`src/rtl/intr_pkg.sv`:
```
// Shared types and helpers for the interrupt controller: FSM state encoding,
// default source count and the fixed-priority encoder.
package intr_pkg;

  typedef enum logic [1:0] {
    ST_IDLE    = 2'd0,
    ST_REQ     = 2'd1,
    ST_SERVICE = 2'd2
  } state_type;

  localparam int N_SRC_DEFAULT = 4;
  localparam int PRIO_W        = 16;

  // Lowest set index wins; returns 0 when nothing is set.
  function automatic int prio_enc(input logic [PRIO_W-1:0] vec);
    int idx;
    idx = 0;
    for (int i = PRIO_W - 1; i >= 0; i--) begin
      if (vec[i]) idx = i;
    end
    return idx;
  endfunction

endpackage

```
`src/rtl/intr_sync.sv`:
```
// One interrupt line: multi-flop synchronizer followed by a rising-edge
// detector producing a single-cycle pulse per low-to-high transition.
module intr_sync #(
  parameter int SYNC_STAGES = 2
) (
  input  logic clk,
  input  logic RST,
  input  logic async_in,
  output logic rise
);

  logic [SYNC_STAGES-1:0] sync_reg;
  logic                   prev_reg;

  always_ff @(posedge clk) begin
    if (RST) begin
      sync_reg <= '0;
      prev_reg <= 1'b0;
    end else begin
      sync_reg <= {sync_reg[SYNC_STAGES-2:0], async_in};
      prev_reg <= sync_reg[SYNC_STAGES-1];
    end
  end

  assign rise = sync_reg[SYNC_STAGES-1] & ~prev_reg;

endmodule

```
`src/rtl/intr_ctrl.sv`:
```
// Multi-source interrupt controller: synchronized edge capture into pending
// bits, fixed-priority selection and a non-nesting request/service handshake.
module intr_ctrl
  import intr_pkg::*;
#(
  parameter int N_SRC       = N_SRC_DEFAULT,
  parameter int SYNC_STAGES = 2,
  parameter int ID_W        = (N_SRC > 1) ? $clog2(N_SRC) : 1
) (
  input  logic             clk,
  input  logic             RST,
  input  logic [N_SRC-1:0] src_in,
  input  logic             en_we,
  input  logic [N_SRC-1:0] en_wdata,
  input  logic             int_taken,
  input  logic             mret_exec,
  output logic             intr,
  output logic [ID_W-1:0]  cause_id,
  output logic [N_SRC-1:0] pending,
  output logic [N_SRC-1:0] en_q,
  output logic             busy
);

  logic [N_SRC-1:0]  edge_vec;
  logic [N_SRC-1:0]  clr_vec;
  logic [N_SRC-1:0]  pending_reg;
  logic [N_SRC-1:0]  en_reg;
  logic [N_SRC-1:0]  eligible;
  logic [PRIO_W-1:0] elig_ext;
  logic [ID_W-1:0]   winner;
  logic [ID_W-1:0]   cause_reg;
  logic [ID_W-1:0]   cause_next;
  state_type         state_reg;
  state_type         state_next;

  generate
    for (genvar gi = 0; gi < N_SRC; gi++) begin : g_src
      intr_sync #(
        .SYNC_STAGES(SYNC_STAGES)
      ) u_sync (
        .clk     (clk),
        .RST     (RST),
        .async_in(src_in[gi]),
        .rise    (edge_vec[gi])
      );
    end
  endgenerate

  // Enable only gates arbitration; disabled sources still collect pending.
  assign eligible = pending_reg & en_reg;

  always_comb begin
    elig_ext                = '0;
    elig_ext[N_SRC-1:0]     = eligible;
    winner                  = ID_W'(prio_enc(elig_ext));
  end

  always_comb begin
    state_next = state_reg;
    cause_next = cause_reg;
    clr_vec    = '0;
    case (state_reg)
      ST_IDLE: begin
        if (|eligible) begin
          cause_next = winner;
          state_next = ST_REQ;
        end
      end
      ST_REQ: begin
        if (int_taken) begin
          clr_vec[cause_reg] = 1'b1;
          state_next         = ST_SERVICE;
        end else if (!en_reg[cause_reg]) begin
          state_next = ST_IDLE;
        end
      end
      ST_SERVICE: begin
        if (mret_exec) state_next = ST_IDLE;
      end
      default: state_next = ST_IDLE;
    endcase
  end

  // A new edge on a bit being cleared this cycle wins, so the event survives.
  always_ff @(posedge clk) begin
    if (RST) begin
      state_reg   <= ST_IDLE;
      cause_reg   <= '0;
      pending_reg <= '0;
      en_reg      <= '0;
    end else begin
      state_reg   <= state_next;
      cause_reg   <= cause_next;
      pending_reg <= (pending_reg & ~clr_vec) | edge_vec;
      if (en_we) en_reg <= en_wdata;
    end
  end

  assign intr     = (state_reg == ST_REQ);
  assign busy     = (state_reg == ST_SERVICE);
  assign cause_id = cause_reg;
  assign pending  = pending_reg;
  assign en_q     = en_reg;

endmodule

```
`config.mk`:
```
export PLATFORM = sky130hd
export DESIGN_NAME = intr_ctrl
export DESIGN_NICKNAME = d
export VERILOG_FILES = /design/src/rtl/intr_pkg.sv /design/src/rtl/intr_sync.sv /design/src/rtl/intr_ctrl.sv
export SDC_FILE = /design/constraint.sdc
export NUM_CORES = 1
export LEC_CHECK = 0
export ABC_AREA = 1
export ABC_CLOCK_PERIOD_IN_PS = 2300
export CAP_MARGIN = 20
export CORE_MARGIN = 2
export CORE_UTILIZATION = 40
export CTS_CLUSTER_SIZE = 28
export DETAILED_ROUTE_END_ITERATION = 10
export MAX_ROUTING_LAYER = met4
export PLACE_DENSITY = 0.69
export SLEW_MARGIN = 0
export SYNTH_ARGS = -nofsm -noshare
export SYNTH_HDL_FRONTEND = slang
export SYNTH_SLANG_ARGS = --single-unit
export TNS_END_PERCENT = 20
```
`constraint.sdc`:
```
create_clock -name clk -period 2.3 [get_ports clk]
set_clock_uncertainty 0.05 [all_clocks]
set_input_delay 0.46 -clock clk [delete_from_list [all_inputs] [get_ports clk]]
set_output_delay 0.46 -clock clk [all_outputs]
set_load 0.005 [all_outputs]
```
Cell area per tile:
10 x 10 tiles, from white (low) to dark blue (high), 0 to 100% covered.
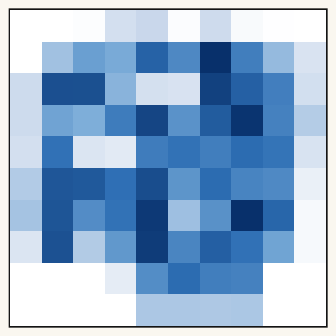
emptiest ninth of the die	south-west
fullest tile	100%
nearly empty tiles	18%
mean over tiles	45%
densest ninth of the die	centre

Routed clock nets over the placement:
Bar = 20 um.
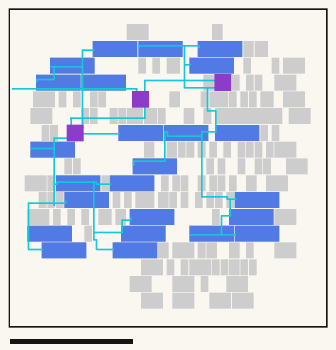
[purple] clock-net drivers | count: 3
[cyan] clock wires | length: 238 um
[blue] flip-flops | count: 24
routed clock nets	4

Signal wires on met3:
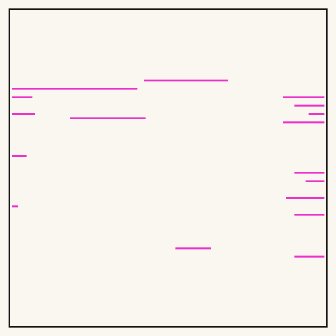
share of all routed wire	6.4%
main direction	horizontal
nets with wire on the layer	16
longest straight run	20.0 um

==> impl_metrics.py <==
# Generated from Yosys and OpenROAD reports
metrics = {
    "cts": {
        "clk_latency_ns": 0.31,
        "htree_levels": 1,
        "cts.path.max_buffers": 2,
        "clkTransAtPathRegs_ns": 0.13,
        "post-cts-setup-buffers": 0,
        "cts_hold_buf": 0,
    },
    "setup_path": {
        "rr_startpoint": "cause_id[0]$_SDFFE_PP0P_",
        "setup.worst_path.end_class": "primary output",
        "path_cells": "inv_1, nor2_1, clkdlybuf4s50_1",
        "critical-path-top-delay-family": "buffers and inverters",
        "worst-path-buf-inv": 2,
        "arrival_ns": 1.38,
        "slowest_stage": "clkdlybuf4s50_1",
        "worst_path_largest_cell_delay_ns": 0.51,
        "worstSetupPathType": "flip-flop to primary output",
        "crit_path_start_kind": "flip-flop",
        "cp.depth": 3,
    },
    "floorplanning": {
        "dieHeight_um": 51.2,
        "die_area_um2": 2620,
        "num_rows": 17,
        "fp_util_pct": 41.5,
    },
    "timing": {
        "finalMaxSlewViolations": 0,
        "fin_ws_ns": 0.408,
        "setup_tns_ns": 0,
    },
    "min_path": {
        "hp-start": "g_src[0].u_sync.sync_reg[0]$_SDFF_PP0_",
        "holdPathStages": 2,
    },
    "layout": {
        "largest_reg_flops": 8,
        "n_antenna_cell": 0,
        "lay_top_cells": "nand2_1, nor2_1, dfxtp_1, clkdlybuf4s50_1, inv_1",
        "nFillCells": 219,
    },
    "detailed_routing": {
        "drc": 0,
        "wire_per_inst_um": 9.00,
    },
    "outcome": {
        "outcome": "complete, no violations",
    },
    "global_routing": {
        "grt_first_pass_wirelength_um": 2840,
        "grt_overflow": 0,
    },
    "logic_synthesis": {
        "fa_ha_area_share_pct": 0,
        "ys_sh_aoi_pct": 8.71,
        "synth_cell_types": 16,
        "ys.flops": 24,
        "synth_seq_share_pct": 53.9,
        "synth_cells": 122,
        "syn_area_um2": 891,
    },
    "placement": {
        "pre_cts_ws_ns": 0.737,
    },
    "job": {
        "warning_count": 26,
    },
    "power": {
        "leakagePower_nw": 0.536,
    },
}
## worst max path at each step
stage / endpoint / from / slack [ns]
2_1_floorplan: busy / state_reg[1]$_SDFFE_PP0P_ / 1.26
3_3_place_gp: busy / state_reg[1]$_SDFFE_PP0P_ / 0.75
3_5_place_dp: en_q[0]$_SDFFE_PP0P_ / RST / 0.74
4_1_cts: busy / state_reg[1]$_SDFFE_PP0P_ / 0.39
5_1_grt: busy / state_reg[1]$_SDFFE_PP0P_ / 0.33
6_report: busy / state_reg[1]$_SDFFE_PP0P_ / 0.41
## worst register-to-register path, cell delays in order, from the launching register on
cell,delay [ns]
dfxtp_1,0.49
inv_2,0.09
nand2_1,0.07
nand2_1,0.04
nand2_1,0.05
nand2_1,0.05
nand2_1,0.07
a21oi_2,0.05
## cell families (layout without fill, tap and decap cells)
logic type / after synthesis / count (layout)
AND-OR/OR-AND: 14 / 14
buffers and inverters: 22 / 49
flip-flops: 24 / 24
AND/OR/NAND/NOR: 62 / 62
## cells in the mapped netlist
cell	instances	area, um^2
a21oi_1	5	25.0
a21oi_2	1	8.76
buf_2	2	10.0
dfxtp_1	24	480
inv_1	19	71.3
inv_2	1	3.75
nand2_1	30	113
nand2_2	1	6.26
nand3_1	1	5.00
nor2_1	25	93.8
nor2_2	1	6.26
nor3_1	1	5.00
o21ai_0	4	20.0
o21ai_1	3	15.0
o32ai_1	1	8.76
or2_2	3	18.8
## cell type report
| type | instances | area (um^2) | area share (%) |
|---|---|---|---|
| sequential | 24 | 480 | 39.5 |
| multi-input combinational | 76 | 325 | 26.7 |
| clock inverter | 1 | 30.0 | 2.47 |
| tap | 28 | 35.0 | 2.88 |
| clock buffer | 3 | 22.5 | 1.85 |
| timing repair buffer | 25 | 248 | 20.4 |
| inverter | 20 | 75.1 | 6.17 |
## metrics by stage
stage | instance area [um^2] | hold WS, ns | utilization, % | instances
global route | 1220 | 0.378 | 56.6 | 177
finish | 1220 | 0.362 | 56.6 | 177
detailed placement | 1160 | 0.347 | 54.2 | 173
floorplan | 891 | 0.338 | - | 122
global placement | 1160 | 0.340 | 54.2 | 173
CTS | 1220 | 0.365 | 56.6 | 177
## routing by layer
metal,up-vias,global-route usage (%),routed length [um]
li1,424,-,-
met1,342,16.9,696
met2,20,25.3,794
met3,0,4.39,101
met4,0,1.35,0
met5,-,-,0
## power by group
part	leakage [nW]	total (mW)	internal, mW	switching, mW
Combinational	0.311	0.0956	0.0555	0.0402
Clock	0.0279	0.298	0.176	0.122
Sequential	0.197	0.451	0.436	0.0146
Total	0.536	0.844	0.668	0.176
Power is estimated from default activity; no workload was simulated.
